## src/rtl/mips_defs.sv

```systemverilog
// Shared MIPS front-end definitions: opcodes, branch kinds, fetch FSM states
// and the branch-offset helper used by next-PC logic.
package mips_defs;

    localparam logic [5:0] OP_RT   = 6'h00;
    localparam logic [5:0] OP_J    = 6'h02;
    localparam logic [5:0] OP_JAL  = 6'h03;
    localparam logic [5:0] OP_BEQ  = 6'h04;
    localparam logic [5:0] OP_ADDI = 6'h08;
    localparam logic [5:0] OP_SLTI = 6'h0A;
    localparam logic [5:0] OP_LW   = 6'h23;
    localparam logic [5:0] OP_SW   = 6'h2B;

    typedef enum logic [1:0] {
        BR_NONE = 2'b00,
        BR_EQ   = 2'b01,
        BR_NE   = 2'b10
    } branch_e;

    typedef enum logic [1:0] {
        ST_IDLE  = 2'b00,
        ST_REQ   = 2'b01,
        ST_VALID = 2'b10
    } fetch_state_e;

    // Word offset of a branch immediate, sign-extended and scaled to bytes.
    function automatic logic [31:0] branch_offset(input logic [15:0] imm);
        return {{14{imm[15]}}, imm, 2'b00};
    endfunction

endpackage

```

## src/rtl/next_pc_logic.sv

```systemverilog
// Combinational next-PC selection: jump, taken beq/bne, or sequential PC+4.
module next_pc_logic
    import mips_defs::*;
(
    input  logic [31:0] PC,
    input  logic [31:0] Instr,
    input  logic        Jump,
    input  logic [1:0]  Branch,
    input  logic        Zero,
    output logic [31:0] next_pc,
    output logic [31:0] PcPlus4
);

    logic br_taken;

    assign PcPlus4  = PC + 32'd4;
    assign br_taken = ((Branch == BR_EQ) && Zero) || ((Branch == BR_NE) && !Zero);

    // Jump wins over any branch encoding the decoder may present alongside it.
    always_comb begin
        next_pc = PcPlus4;
        if (Jump)
            next_pc = {PcPlus4[31:28], Instr[25:0], 2'b00};
        else if (br_taken)
            next_pc = PcPlus4 + branch_offset(Instr[15:0]);
    end

endmodule

```

## src/rtl/instr_fetch_unit.sv

```systemverilog
// Instruction fetch front end: holds PC, fetches over a req/ack port and
// presents the instruction to the decoder until the datapath retires it.
module instr_fetch_unit
    import mips_defs::*;
#(
    parameter logic [31:0] RESET_PC  = 32'h0000_0000,
    parameter int          CNT_WIDTH = 32
) (
    input  logic                 clk,
    input  logic                 rst,
    output logic                 imem_req,
    output logic [31:0]          imem_addr,
    input  logic                 imem_ack,
    input  logic [31:0]          imem_rdata,
    output logic [31:0]          Instr,
    output logic [5:0]           OpCode,
    output logic                 instr_valid,
    output logic [31:0]          PC,
    output logic [31:0]          PcPlus4,
    input  logic                 retire,
    input  logic                 Jump,
    input  logic [1:0]           Branch,
    input  logic                 Zero,
    output logic [CNT_WIDTH-1:0] retired_cnt
);

    fetch_state_e         state_q;
    logic [31:0]          pc_q;
    logic [31:0]          instr_q;
    logic [CNT_WIDTH-1:0] cnt_q;
    logic                 req_q;
    logic                 valid_q;
    logic [31:0]          next_pc;

    next_pc_logic u_next_pc (
        .PC      (pc_q),
        .Instr   (instr_q),
        .Jump    (Jump),
        .Branch  (Branch),
        .Zero    (Zero),
        .next_pc (next_pc),
        .PcPlus4 (PcPlus4)
    );

    // req/valid are registered alongside the state so every output is Moore.
    always_ff @(posedge clk) begin
        if (rst) begin
            state_q <= ST_IDLE;
            pc_q    <= RESET_PC;
            instr_q <= 32'd0;
            cnt_q   <= '0;
            req_q   <= 1'b0;
            valid_q <= 1'b0;
        end else begin
            case (state_q)
                ST_IDLE: begin
                    state_q <= ST_REQ;
                    req_q   <= 1'b1;
                end
                ST_REQ: begin
                    if (imem_ack) begin
                        instr_q <= imem_rdata;
                        state_q <= ST_VALID;
                        req_q   <= 1'b0;
                        valid_q <= 1'b1;
                    end
                end
                ST_VALID: begin
                    if (retire) begin
                        pc_q    <= next_pc;
                        cnt_q   <= cnt_q + CNT_WIDTH'(1);
                        state_q <= ST_REQ;
                        valid_q <= 1'b0;
                        req_q   <= 1'b1;
                    end
                end
                default: begin
                    state_q <= ST_IDLE;
                    req_q   <= 1'b0;
                    valid_q <= 1'b0;
                end
            endcase
        end
    end

    assign imem_req    = req_q;
    assign imem_addr   = pc_q;
    assign Instr       = instr_q;
    assign OpCode      = instr_q[31:26];
    assign instr_valid = valid_q;
    assign PC          = pc_q;
    assign retired_cnt = cnt_q;

endmodule

```

## config.mk

```make
export PLATFORM = sky130hd
export DESIGN_NAME = instr_fetch_unit
export DESIGN_NICKNAME = d
export VERILOG_FILES = /design/src/rtl/mips_defs.sv /design/src/rtl/next_pc_logic.sv /design/src/rtl/instr_fetch_unit.sv
export SDC_FILE = /design/constraint.sdc
export NUM_CORES = 1
export LEC_CHECK = 0
export ABC_AREA = 1
export ABC_CLOCK_PERIOD_IN_PS = 4800
export CORE_MARGIN = 2
export CORE_UTILIZATION = 53
export CTS_CLUSTER_SIZE = 10
export DETAILED_ROUTE_END_ITERATION = 10
export HOLD_SLACK_MARGIN = 0.1
export PLACE_DENSITY = 0.84
export REMOVE_ABC_BUFFERS = 1
export SLEW_MARGIN = 15
export SYNTH_ARGS = -nofsm -noshare
export SYNTH_HDL_FRONTEND = slang
export SYNTH_SLANG_ARGS = --single-unit
```

## constraint.sdc

```tcl
create_clock -name clk -period 4.8 [get_ports clk]
set_input_delay 0.72 -clock clk [delete_from_list [all_inputs] [get_ports clk]]
set_output_delay 0.72 -clock clk [all_outputs]
set_load 0.01 [all_outputs]
```

==> impl_metrics.xml, run 1 <==
<?xml version="1.0" encoding="UTF-8"?>
<metrics>
  <group name="final_timing">
    <metric name="worst_slew_margin" unit="%">26.5</metric>
    <metric name="final.setup_skew" unit="ps">8.51</metric>
    <metric name="fmaxAchievable" unit="MHz">285</metric>
    <metric name="layout_setup_ws" unit="ps">1290</metric>
    <metric name="timing.final.max_slew_violations" unit="">0</metric>
    <metric name="setup-violations-final" unit="">0</metric>
    <metric name="fin_crit" unit="ps">3510</metric>
    <metric name="grt_setup_unrepaired" unit="">no</metric>
    <metric name="final-hold-violation-count" unit="">0</metric>
    <metric name="finalClockPeriodUsage" unit="%">73.1</metric>
    <metric name="tightestPinTransition" unit="ps">1100</metric>
    <metric name="hold_slack" unit="ps">493</metric>
    <metric name="timing.setup.tns" unit="ps">0</metric>
  </group>
  <group name="worst_hold_path">
    <metric name="worstHoldPathType" unit="">reg2reg</metric>
    <metric name="hold_path_startpoint" unit="">Instr[25]$_SDFFE_PP0P_</metric>
    <metric name="hold_path_depth" unit="">2</metric>
    <metric name="worst_hold_path.endpoint" unit="">Instr[25]$_SDFFE_PP0P_</metric>
  </group>
  <group name="clock_network">
    <metric name="clk_root_buffer_cell" unit="">sky130_fd_sc_hd__clkbuf_16</metric>
    <metric name="post-cts-setup-buffer-count" unit="">0</metric>
    <metric name="max-clock-path-buffers" unit="">2</metric>
    <metric name="post_cts_resized" unit="">0</metric>
    <metric name="clock-sinks" unit="">97</metric>
    <metric name="cts_htree_levels" unit="">3</metric>
    <metric name="postCtsHoldBufs" unit="">0</metric>
    <metric name="clock_insertion_delay_worst_skew" unit="ps">360</metric>
    <metric name="clk_pin_slew" unit="ps">80</metric>
    <metric name="cts_made_buffers" unit="">9</metric>
    <metric name="clock_tree_from_tritoncts" unit="">done</metric>
  </group>
  <group name="logic_synthesis">
    <metric name="synth-edff-count" unit="">0</metric>
    <metric name="postSynthAreaPerCell" unit="um2">6.15</metric>
    <metric name="synth_xor_xnor_area_share" unit="%">3.77</metric>
    <metric name="top_cells_by_count" unit="">325 x sky130_fd_sc_hd__nand2_1, 171 x sky130_fd_sc_hd__inv_1, 139 x sky130_fd_sc_hd__nor2_1</metric>
    <metric name="synth_cell_types" unit="">47</metric>
    <metric name="synthDominantAreaCellType" unit="">sky130_fd_sc_hd__dfxtp_1</metric>
    <metric name="synthesis.yosys.warnings" unit="">0</metric>
    <metric name="synthesis.area" unit="um2">7680</metric>
    <metric name="asyncSetResetFlopFracSynth" unit="%">0</metric>
    <metric name="synthFlopType" unit="">sky130_fd_sc_hd__dfxtp_1</metric>
    <metric name="top_cells_by_area" unit="">sky130_fd_sc_hd__dfxtp_1 25%, sky130_fd_sc_hd__nand2_1 16%, sky130_fd_sc_hd__inv_1 8.4%</metric>
    <metric name="synth_cells" unit="">1249</metric>
    <metric name="synth_largest_type_area_fraction" unit="%">25.3</metric>
    <metric name="synth-simple-area-share" unit="%">34.9</metric>
    <metric name="area_fraction_in_mux_cells" unit="%">0</metric>
    <metric name="ys_cells" unit="">1249</metric>
    <metric name="postSynthSeqShare" unit="%">25.3</metric>
    <metric name="synth.logic.top_family" unit="">simple AND/OR/NAND/NOR gates</metric>
    <metric name="yosysChipArea" unit="um2">7680</metric>
    <metric name="aoi_share" unit="%">15.3</metric>
    <metric name="number_of_storage_elements_in_the_synthesis_netlist" unit="">97</metric>
    <metric name="synth.cellmix.adderShare" unit="%">6.29</metric>
    <metric name="synth_top_cell_by_count" unit="">sky130_fd_sc_hd__nand2_1</metric>
  </group>
  <group name="layout">
    <metric name="cell_area_after_layout" unit="um2">9830</metric>
    <metric name="most_frequently_placed_logic_cells_in_the_final_layout" unit="">325 x sky130_fd_sc_hd__nand2_1, 201 x sky130_fd_sc_hd__clkdlybuf4s50_1, 170 x sky130_fd_sc_hd__inv_1, 139 x sky130_fd_sc_hd__nor2_1, 101 x sky130_fd_sc_hd__a21oi_1</metric>
    <metric name="final-instance-count-excl-fill" unit="">1582</metric>
    <metric name="layout.cells.most_common" unit="">sky130_fd_sc_hd__nand2_1</metric>
    <metric name="syn_to_final_growth" unit="%">28.1</metric>
    <metric name="drive_above_1_share" unit="%">4.35</metric>
    <metric name="final_util" unit="%">70.3</metric>
    <metric name="insertedDiodeCount" unit="">0</metric>
    <metric name="final_net_count" unit="">1475</metric>
  </group>
  <group name="drt">
    <metric name="dr.pass1.iters" unit="">5</metric>
    <metric name="routed_wire_length_per_instance" unit="um">16.7</metric>
    <metric name="avgViaCountPerCell" unit="">5.51</metric>
    <metric name="number_of_remaining_drc_errors" unit="">0</metric>
    <metric name="num_vias" unit="">8711</metric>
    <metric name="topRoutingLayerUsed" unit="">met4</metric>
    <metric name="first_iter_violations" unit="">810</metric>
    <metric name="detailroute.wirelength.met2" unit="mm">12.4</metric>
    <metric name="drt_wl_total" unit="mm">26.4</metric>
    <metric name="met3RoutedLength" unit="mm">2.46</metric>
    <metric name="final_antenna_net_count" unit="">0</metric>
    <metric name="route.layer.met1.wl" unit="mm">11.0</metric>
  </group>
  <group name="power_and_ir_drop">
    <metric name="p_total" unit="W">0.00196</metric>
    <metric name="cellLeakagePower" unit="nW">4.31</metric>
    <metric name="power.density" unit="nW/um2">199</metric>
  </group>
  <group name="grt">
    <metric name="use_met1" unit="%">43.8</metric>
    <metric name="top_usage_layer" unit="">met2</metric>
    <metric name="grt_pass1_vias" unit="">7986</metric>
    <metric name="global_route.usage.met3" unit="%">6.27</metric>
    <metric name="grt.total_usage" unit="%">33.1</metric>
    <metric name="global_route.overflow_total" unit="">0</metric>
    <metric name="groute.layer.met2.usage" unit="%">55.0</metric>
    <metric name="grt_max_degree" unit="">66</metric>
    <metric name="grt_antenna_before_repair" unit="">0</metric>
    <metric name="wire_length_of_the_first_global_routing_pass" unit="mm">41.9</metric>
  </group>
  <group name="setup_path">
    <metric name="crit_path_capture_type" unit="">flip-flop</metric>
    <metric name="worstSetupPathType" unit="">reg2reg</metric>
    <metric name="crit_family" unit="">simple AND/OR/NAND/NOR gates</metric>
    <metric name="crit_top_cell" unit="">sky130_fd_sc_hd__nand2_1</metric>
    <metric name="crit_path_top_delay_cell" unit="">sky130_fd_sc_hd__dfxtp_1</metric>
    <metric name="worstReg2RegStart" unit="">PC[2]$_SDFFE_PP0P_</metric>
    <metric name="number_of_buffer_and_inverter_stages_on_the_critical_path" unit="">3</metric>
    <metric name="cp-startpoint" unit="">PC[2]$_SDFFE_PP0P_</metric>
    <metric name="reg2reg_setup_slack" unit="ps">1290</metric>
    <metric name="critical_path_maximum_fanout" unit="">7</metric>
    <metric name="startpoint_kind_of_the_worst_setup_timing_path" unit="">flip-flop</metric>
    <metric name="critical_path.max_stage_delay" unit="ps">490</metric>
    <metric name="worst_setup_path_endpoint" unit="">PC[29]$_SDFFE_PP0P_</metric>
    <metric name="worstReg2RegEnd" unit="">PC[29]$_SDFFE_PP0P_</metric>
    <metric name="critical_path_arrival" unit="ps">3740</metric>
    <metric name="r2r.worst_path.cells" unit="">19</metric>
    <metric name="worstPathCellList" unit="">ha_1, inv_1, nor3_4, nand2_1, nor2_1, xor2_1, ha_1, nand2_1, inv_1, nand2_1, inv_1, a21oi_1, nor2_1, nor2_1, nand2_1, nand2_1, nand3_1, nand2_1, a21oi_1</metric>
    <metric name="crit_cells" unit="">19</metric>
    <metric name="crit_required" unit="ps">5030</metric>
  </group>
  <group name="flow_run">
    <metric name="stage_log_warnings" unit="">31</metric>
    <metric name="cap_viol_max_count" unit="">0</metric>
  </group>
  <group name="floorplanning">
    <metric name="ioPinCount" unit="">208</metric>
    <metric name="die_area" unit="um2">15500</metric>
    <metric name="initial_utilization" unit="%">54.9</metric>
    <metric name="rows" unit="">43</metric>
  </group>
  <group name="status">
    <metric name="outcome" unit="">complete, no violations</metric>
  </group>
  <group name="placed_design">
    <metric name="finalWeightedCongestion" unit="">0.988</metric>
    <metric name="detailed_place_hpwl" unit="mm">20.3</metric>
    <metric name="dp_cells" unit="">1566</metric>
    <metric name="preCtsSetupSlack" unit="ps">1420</metric>
    <metric name="post_dp_cell_area" unit="um2">9530</metric>
    <metric name="io_buffer_count" unit="">201</metric>
  </group>
</metrics>
## run 1: final cells by class
cell class / instances / area, um2
Multi-Input combinational cell: 908 / 4650
Fill cell: 1234 / 4160
Timing Repair Buffer: 207 / 2060
Sequential cell: 97 / 1940
Inverter: 174 / 653
Clock buffer: 10 / 239
Tap cell: 180 / 225
Clock inverter: 6 / 61.3
## run 1: power by group
group,switching [W],total [W],internal [W],leakage (nW)
Clock,0.000362,0.000741,0.000378,0.144
Sequential,0.0000398,0.000871,0.000831,0.788
Combinational,0.000190,0.000345,0.000155,3.38
Total,0.000592,0.00196,0.00136,4.31
## run 1: worst register-to-register path, cell delays in order (launching register included)
cell,delay [ps]
sky130_fd_sc_hd__dfxtp_1,490
sky130_fd_sc_hd__ha_1,260
sky130_fd_sc_hd__inv_1,100
sky130_fd_sc_hd__nor3_4,220
sky130_fd_sc_hd__nand2_1,110
sky130_fd_sc_hd__nor2_1,190
sky130_fd_sc_hd__xor2_1,400
sky130_fd_sc_hd__ha_1,400
sky130_fd_sc_hd__nand2_1,120
sky130_fd_sc_hd__inv_1,50
sky130_fd_sc_hd__nand2_1,120
sky130_fd_sc_hd__inv_1,50
sky130_fd_sc_hd__a21oi_1,250
sky130_fd_sc_hd__nor2_1,90
sky130_fd_sc_hd__nor2_1,140
sky130_fd_sc_hd__nand2_1,80
sky130_fd_sc_hd__nand2_1,50
sky130_fd_sc_hd__nand3_1,80
sky130_fd_sc_hd__nand2_1,100
sky130_fd_sc_hd__a21oi_1,60
## run 1: sequential cells by signal (all words and copies together), names as in the netlist
signal       flops
Instr           32
PC              30
instr_valid      1
retired_cnt     32
state_q          2
Figure 1. Placed standard cells (run 1).
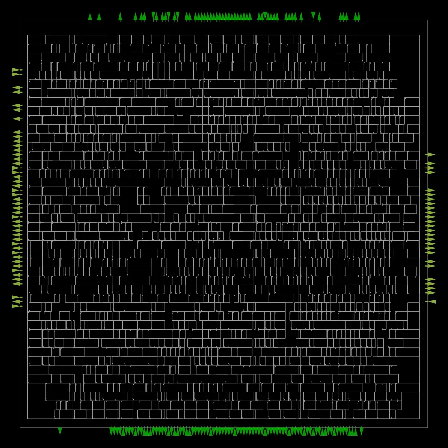
placeable core region: 14000 um2
tap cell instance count: 180

Figure 2. Power grid (run 1).
The bar under the picture is 20 um long. Pins as bars on the die edge. Tap cells in gray.
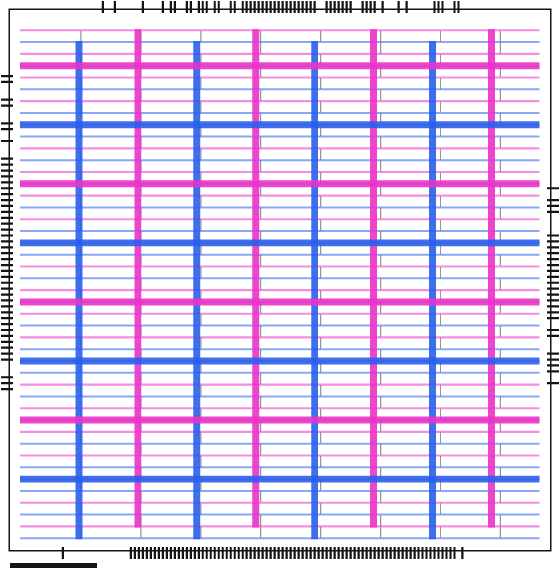
Blue is VSS. Magenta is VDD.
44 met1 rails follow the rows. 208 signal pins sit on the boundary.
Die Span Y: 124 um
Worst IR Drop VDD: 0.321 mV
width of the chip: 124 um

Figure 3. I/O nets highlighted (run 1).
The bar under the picture is 20 um long.
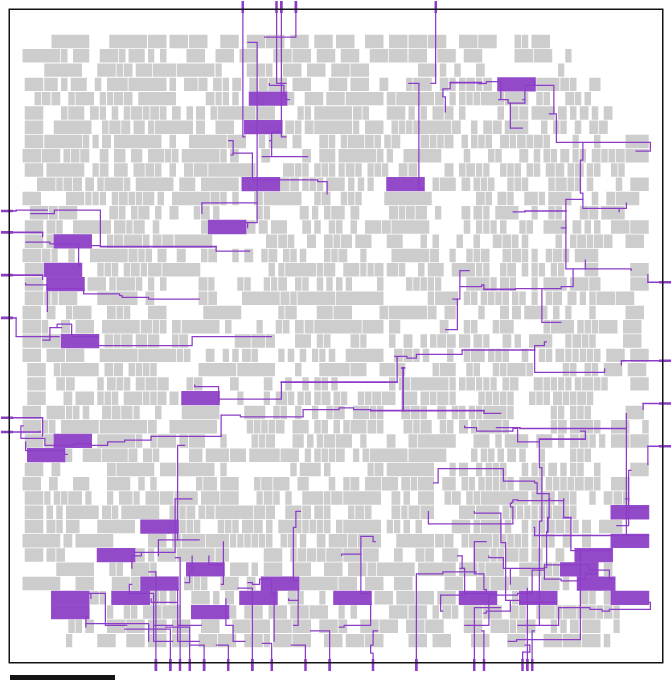
Purple is `Instr`, direction output, end cells 32, buffers 32, wire 1780 um.

--- run 2 (diff from run 1) ---
Settings changed: ABC_CLOCK_PERIOD_IN_PS 4800 to 3230, CORE_UTILIZATION 53 to 50, PLACE_DENSITY 0.84 to 0.79.
Clock period 4.8 ns to 3.23 ns, I/O delays scaled along.
Figure 4. Power grid (run 2).
The bar under the picture is 50 um long. Pins as bars on the die edge. Tap cells in gray.
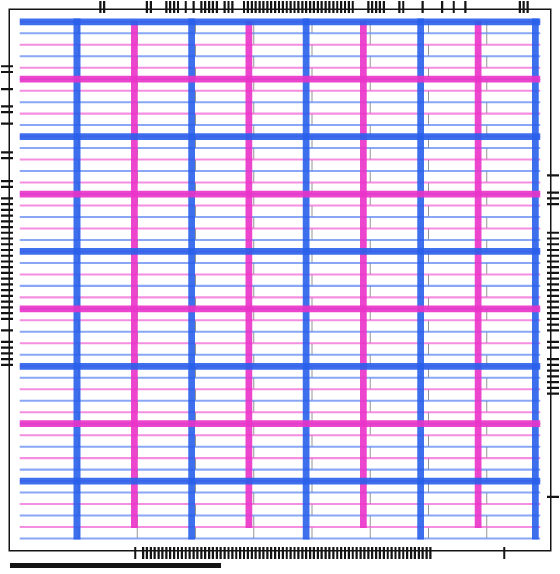
Magenta is VDD. Blue is VSS.
9 straps on met4. The core has 45 rows. 46 met1 rails follow the rows.
Die Span Y: 128 um
placeable core region: 15100 um2
Worst IR Drop VDD: 0.230 mV
width of the chip: 128 um

==> run 2 against run 1 <==
- global-route usage about the same
- routed wire length up 5.1%
- non-clock buffer count up 45
- critical path depth down 2
- clock power up 54%
- largest power group unchanged
==> impl_metrics.xml, run 2 <==
<?xml version="1.0" encoding="UTF-8"?>
<metrics>
  <group name="status">
    <metric name="outcome" unit="">complete, no violations</metric>
  </group>
  <group name="power_and_ir_drop">
    <metric name="pg_clk" unit="W">0.00114</metric>
    <metric name="switching_share" unit="%">28.4</metric>
    <metric name="p_seq" unit="W">0.00128</metric>
    <metric name="combPwrFrac" unit="%">18.9</metric>
    <metric name="netSwitchingPower" unit="W">0.000849</metric>
    <metric name="power.density" unit="nW/um2">287</metric>
    <metric name="clockPowerShare" unit="%">38.3</metric>
    <metric name="p_total" unit="W">0.00299</metric>
    <metric name="maxPowerGroup" unit="">registers</metric>
    <metric name="cellLeakagePower" unit="nW">4.55</metric>
    <metric name="power.share.sequential" unit="%">42.8</metric>
    <metric name="int_power" unit="W">0.00214</metric>
    <metric name="combinationalPower" unit="W">0.000565</metric>
  </group>
  <group name="final_timing">
    <metric name="final.setup_skew" unit="ps">6.75</metric>
    <metric name="timing.final.max_slew_violations" unit="">0</metric>
    <metric name="final-hold-violation-count" unit="">0</metric>
    <metric name="fin_crit" unit="ps">3150</metric>
    <metric name="setup-violations-final" unit="">0</metric>
    <metric name="tightestPinTransition" unit="ps">706</metric>
    <metric name="grt_setup_unrepaired" unit="">yes</metric>
    <metric name="timing.setup.tns" unit="ps">0</metric>
    <metric name="fmaxAchievable" unit="MHz">318</metric>
    <metric name="worst_slew_margin" unit="%">52.9</metric>
    <metric name="finalClockPeriodUsage" unit="%">97.4</metric>
  </group>
  <group name="drt">
    <metric name="number_of_remaining_drc_errors" unit="">0</metric>
    <metric name="route.layer.met1.wl" unit="mm">11.7</metric>
    <metric name="first_iter_violations" unit="">933</metric>
    <metric name="dr.pass1.iters" unit="">6</metric>
    <metric name="final_antenna_net_count" unit="">0</metric>
    <metric name="avgViaCountPerCell" unit="">5.46</metric>
    <metric name="topRoutingLayerUsed" unit="">met4</metric>
    <metric name="num_vias" unit="">8926</metric>
    <metric name="drt_wl_total" unit="mm">27.8</metric>
    <metric name="met3RoutedLength" unit="mm">2.58</metric>
    <metric name="detailroute.wirelength.met2" unit="mm">12.6</metric>
    <metric name="routed_wire_length_per_instance" unit="um">17.0</metric>
  </group>
  <group name="setup_path">
    <metric name="worstReg2RegStart" unit="">PC[2]$_SDFFE_PP0P_</metric>
    <metric name="worst_setup_path_endpoint" unit="">PC[17]$_SDFFE_PP0P_</metric>
    <metric name="reg2reg_setup_slack" unit="ps">80</metric>
    <metric name="cp-startpoint" unit="">PC[2]$_SDFFE_PP0P_</metric>
    <metric name="r2r.worst_path.cells" unit="">17</metric>
    <metric name="crit_path_top_delay_cell" unit="">sky130_fd_sc_hd__dfxtp_2</metric>
    <metric name="critical_path.max_stage_delay" unit="ps">370</metric>
    <metric name="crit_required" unit="ps">3450</metric>
    <metric name="number_of_buffer_and_inverter_stages_on_the_critical_path" unit="">5</metric>
    <metric name="worstPathCellList" unit="">ha_2, inv_1, nor3_4, inv_1, nor2_4, xnor2_1, inv_1, ha_4, nand2_1, inv_1, nand2_1, o21bai_2, buf_4, a21oi_1, or2_2, nand3_1, a31oi_2</metric>
    <metric name="worstReg2RegEnd" unit="">PC[17]$_SDFFE_PP0P_</metric>
    <metric name="crit_family" unit="">simple AND/OR/NAND/NOR gates</metric>
    <metric name="worstSetupPathType" unit="">reg2reg</metric>
    <metric name="crit_cells" unit="">17</metric>
    <metric name="critical_path_arrival" unit="ps">3370</metric>
    <metric name="crit_path_capture_type" unit="">flip-flop</metric>
    <metric name="crit_top_cell" unit="">sky130_fd_sc_hd__inv_1</metric>
    <metric name="startpoint_kind_of_the_worst_setup_timing_path" unit="">flip-flop</metric>
    <metric name="critical_path_maximum_fanout" unit="">5</metric>
  </group>
  <group name="grt">
    <metric name="use_met1" unit="%">44.5</metric>
    <metric name="top_usage_layer" unit="">met2</metric>
    <metric name="wire_length_of_the_first_global_routing_pass" unit="mm">42.5</metric>
    <metric name="grt_max_degree" unit="">66</metric>
    <metric name="grt.total_usage" unit="%">33.1</metric>
    <metric name="global_route.usage.met3" unit="%">6.30</metric>
    <metric name="global_route.overflow_total" unit="">0</metric>
    <metric name="grt_antenna_before_repair" unit="">1</metric>
    <metric name="grt_pass1_vias" unit="">8069</metric>
    <metric name="groute.layer.met2.usage" unit="%">53.6</metric>
  </group>
  <group name="layout">
    <metric name="final_net_count" unit="">1520</metric>
    <metric name="cell_area_after_layout" unit="um2">10400</metric>
    <metric name="most_frequently_placed_logic_cells_in_the_final_layout" unit="">321 x sky130_fd_sc_hd__nand2_1, 201 x sky130_fd_sc_hd__clkdlybuf4s50_1, 169 x sky130_fd_sc_hd__inv_1, 128 x sky130_fd_sc_hd__nor2_1, 98 x sky130_fd_sc_hd__a21oi_1</metric>
    <metric name="layout.cells.most_common" unit="">sky130_fd_sc_hd__nand2_1</metric>
    <metric name="syn_to_final_growth" unit="%">35.5</metric>
    <metric name="drive_above_1_share" unit="%">10.3</metric>
  </group>
  <group name="logic_synthesis">
    <metric name="synthesis.yosys.warnings" unit="">0</metric>
    <metric name="postSynthSeqShare" unit="%">25.3</metric>
    <metric name="synth_xor_xnor_area_share" unit="%">3.77</metric>
    <metric name="synthFlopType" unit="">sky130_fd_sc_hd__dfxtp_1</metric>
    <metric name="synthDominantAreaCellType" unit="">sky130_fd_sc_hd__dfxtp_1</metric>
    <metric name="synthesis.area" unit="um2">7680</metric>
    <metric name="area_fraction_in_mux_cells" unit="%">0</metric>
    <metric name="asyncSetResetFlopFracSynth" unit="%">0</metric>
    <metric name="synth_cell_types" unit="">47</metric>
    <metric name="top_cells_by_count" unit="">325 x sky130_fd_sc_hd__nand2_1, 171 x sky130_fd_sc_hd__inv_1, 139 x sky130_fd_sc_hd__nor2_1</metric>
    <metric name="synth_largest_type_area_fraction" unit="%">25.3</metric>
    <metric name="postSynthAreaPerCell" unit="um2">6.15</metric>
    <metric name="ys_cells" unit="">1249</metric>
    <metric name="synth-edff-count" unit="">0</metric>
    <metric name="aoi_share" unit="%">15.3</metric>
    <metric name="synth_cells" unit="">1249</metric>
    <metric name="synth.cellmix.adderShare" unit="%">6.29</metric>
    <metric name="synth.logic.top_family" unit="">simple AND/OR/NAND/NOR gates</metric>
    <metric name="number_of_storage_elements_in_the_synthesis_netlist" unit="">97</metric>
    <metric name="synth-simple-area-share" unit="%">34.9</metric>
    <metric name="top_cells_by_area" unit="">sky130_fd_sc_hd__dfxtp_1 25%, sky130_fd_sc_hd__nand2_1 16%, sky130_fd_sc_hd__inv_1 8.4%</metric>
    <metric name="synth_top_cell_by_count" unit="">sky130_fd_sc_hd__nand2_1</metric>
    <metric name="yosysChipArea" unit="um2">7680</metric>
  </group>
  <group name="worst_hold_path">
    <metric name="worst_hold_path.endpoint" unit="">Instr[25]$_SDFFE_PP0P_</metric>
    <metric name="hold_path_startpoint" unit="">Instr[25]$_SDFFE_PP0P_</metric>
    <metric name="hold_path_depth" unit="">2</metric>
    <metric name="worstHoldPathType" unit="">reg2reg</metric>
  </group>
  <group name="clock_network">
    <metric name="clk_pin_slew" unit="ps">70</metric>
    <metric name="max-clock-path-buffers" unit="">2</metric>
    <metric name="clock-sinks" unit="">97</metric>
    <metric name="post_cts_resized" unit="">1</metric>
    <metric name="postCtsHoldBufs" unit="">0</metric>
    <metric name="post-cts-setup-buffer-count" unit="">0</metric>
    <metric name="clock_insertion_delay_worst_skew" unit="ps">350</metric>
    <metric name="cts_made_buffers" unit="">9</metric>
    <metric name="clock_tree_from_tritoncts" unit="">done</metric>
    <metric name="cts_htree_levels" unit="">3</metric>
    <metric name="clk_root_buffer_cell" unit="">sky130_fd_sc_hd__clkbuf_16</metric>
  </group>
  <group name="floorplanning">
    <metric name="initial_utilization" unit="%">50.9</metric>
    <metric name="rows" unit="">45</metric>
    <metric name="ioPinCount" unit="">208</metric>
    <metric name="die_area" unit="um2">16400</metric>
  </group>
  <group name="placed_design">
    <metric name="io_buffer_count" unit="">201</metric>
    <metric name="detailed_place_hpwl" unit="mm">21.6</metric>
    <metric name="finalWeightedCongestion" unit="">1.08</metric>
    <metric name="post_dp_cell_area" unit="um2">9870</metric>
  </group>
  <group name="flow_run">
    <metric name="cap_viol_max_count" unit="">0</metric>
    <metric name="stage_log_warnings" unit="">33</metric>
  </group>
</metrics>
Figure 5. Placed standard cells (run 2).
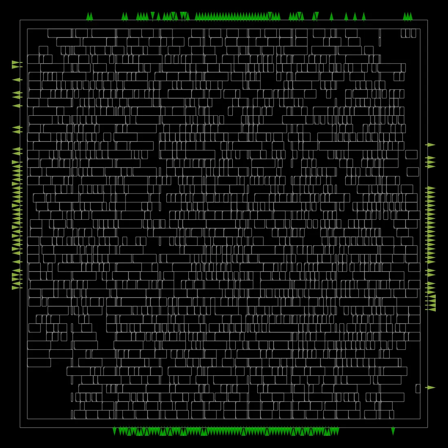
fill count: 1321
final core utilization: 68.9%
tap cell instance count: 188
fraction of area in registers: 18.8%
sequential cell count: 97

[run 2: cell counts after synthesis]
Identical to the previous run, type by type.
[run 2: cell type report]
| class | instances | area (um2) | share of cell area, % |
|---|---|---|---|
| multi-input cells | 908 | 4850 | 46.6 |
| repair buffers | 252 | 2390 | 23.0 |
| flip-flops and latches | 97 | 1950 | 18.8 |
| inverters | 174 | 653 | 6.28 |
| clock buffers | 12 | 256 | 2.47 |
| well taps | 188 | 235 | 2.26 |
| clock inverters | 4 | 56.3 | 0.541 |
| diodes | 1 | 2.50 | 0.0241 |
[run 2: through the flow]
stage | setup slack, ps | instances | hold WS (ps) | utilization (%)
after floorplan | 231 | 1179 | 490 | -
after global placement | 52.5 | 1618 | 462 | 65.4
after detailed placement | 11.6 | 1618 | 468 | 65.4
after CTS | -27.1 | 1634 | 477 | 67.5
after global routing | -52.8 | 1635 | 523 | 68.9
final | 83.4 | 1636 | 476 | 68.9
[run 2: worst register-to-register path, stage by stage, from the launching register on]
cell and delay, ps:
sky130_fd_sc_hd__dfxtp_2 370, sky130_fd_sc_hd__ha_2 220, sky130_fd_sc_hd__inv_1 90, sky130_fd_sc_hd__nor3_4 240, sky130_fd_sc_hd__inv_1 140, sky130_fd_sc_hd__nor2_4 160, sky130_fd_sc_hd__xnor2_1 140, sky130_fd_sc_hd__inv_1 140
sky130_fd_sc_hd__ha_4 310, sky130_fd_sc_hd__nand2_1 110, sky130_fd_sc_hd__inv_1 90, sky130_fd_sc_hd__nand2_1 140, sky130_fd_sc_hd__o21bai_2 190, sky130_fd_sc_hd__buf_4 130, sky130_fd_sc_hd__a21oi_1 40, sky130_fd_sc_hd__or2_2 280
sky130_fd_sc_hd__nand3_1 100, sky130_fd_sc_hd__a31oi_2 110
No activity file was given, so power comes from the tool's default toggle rates.
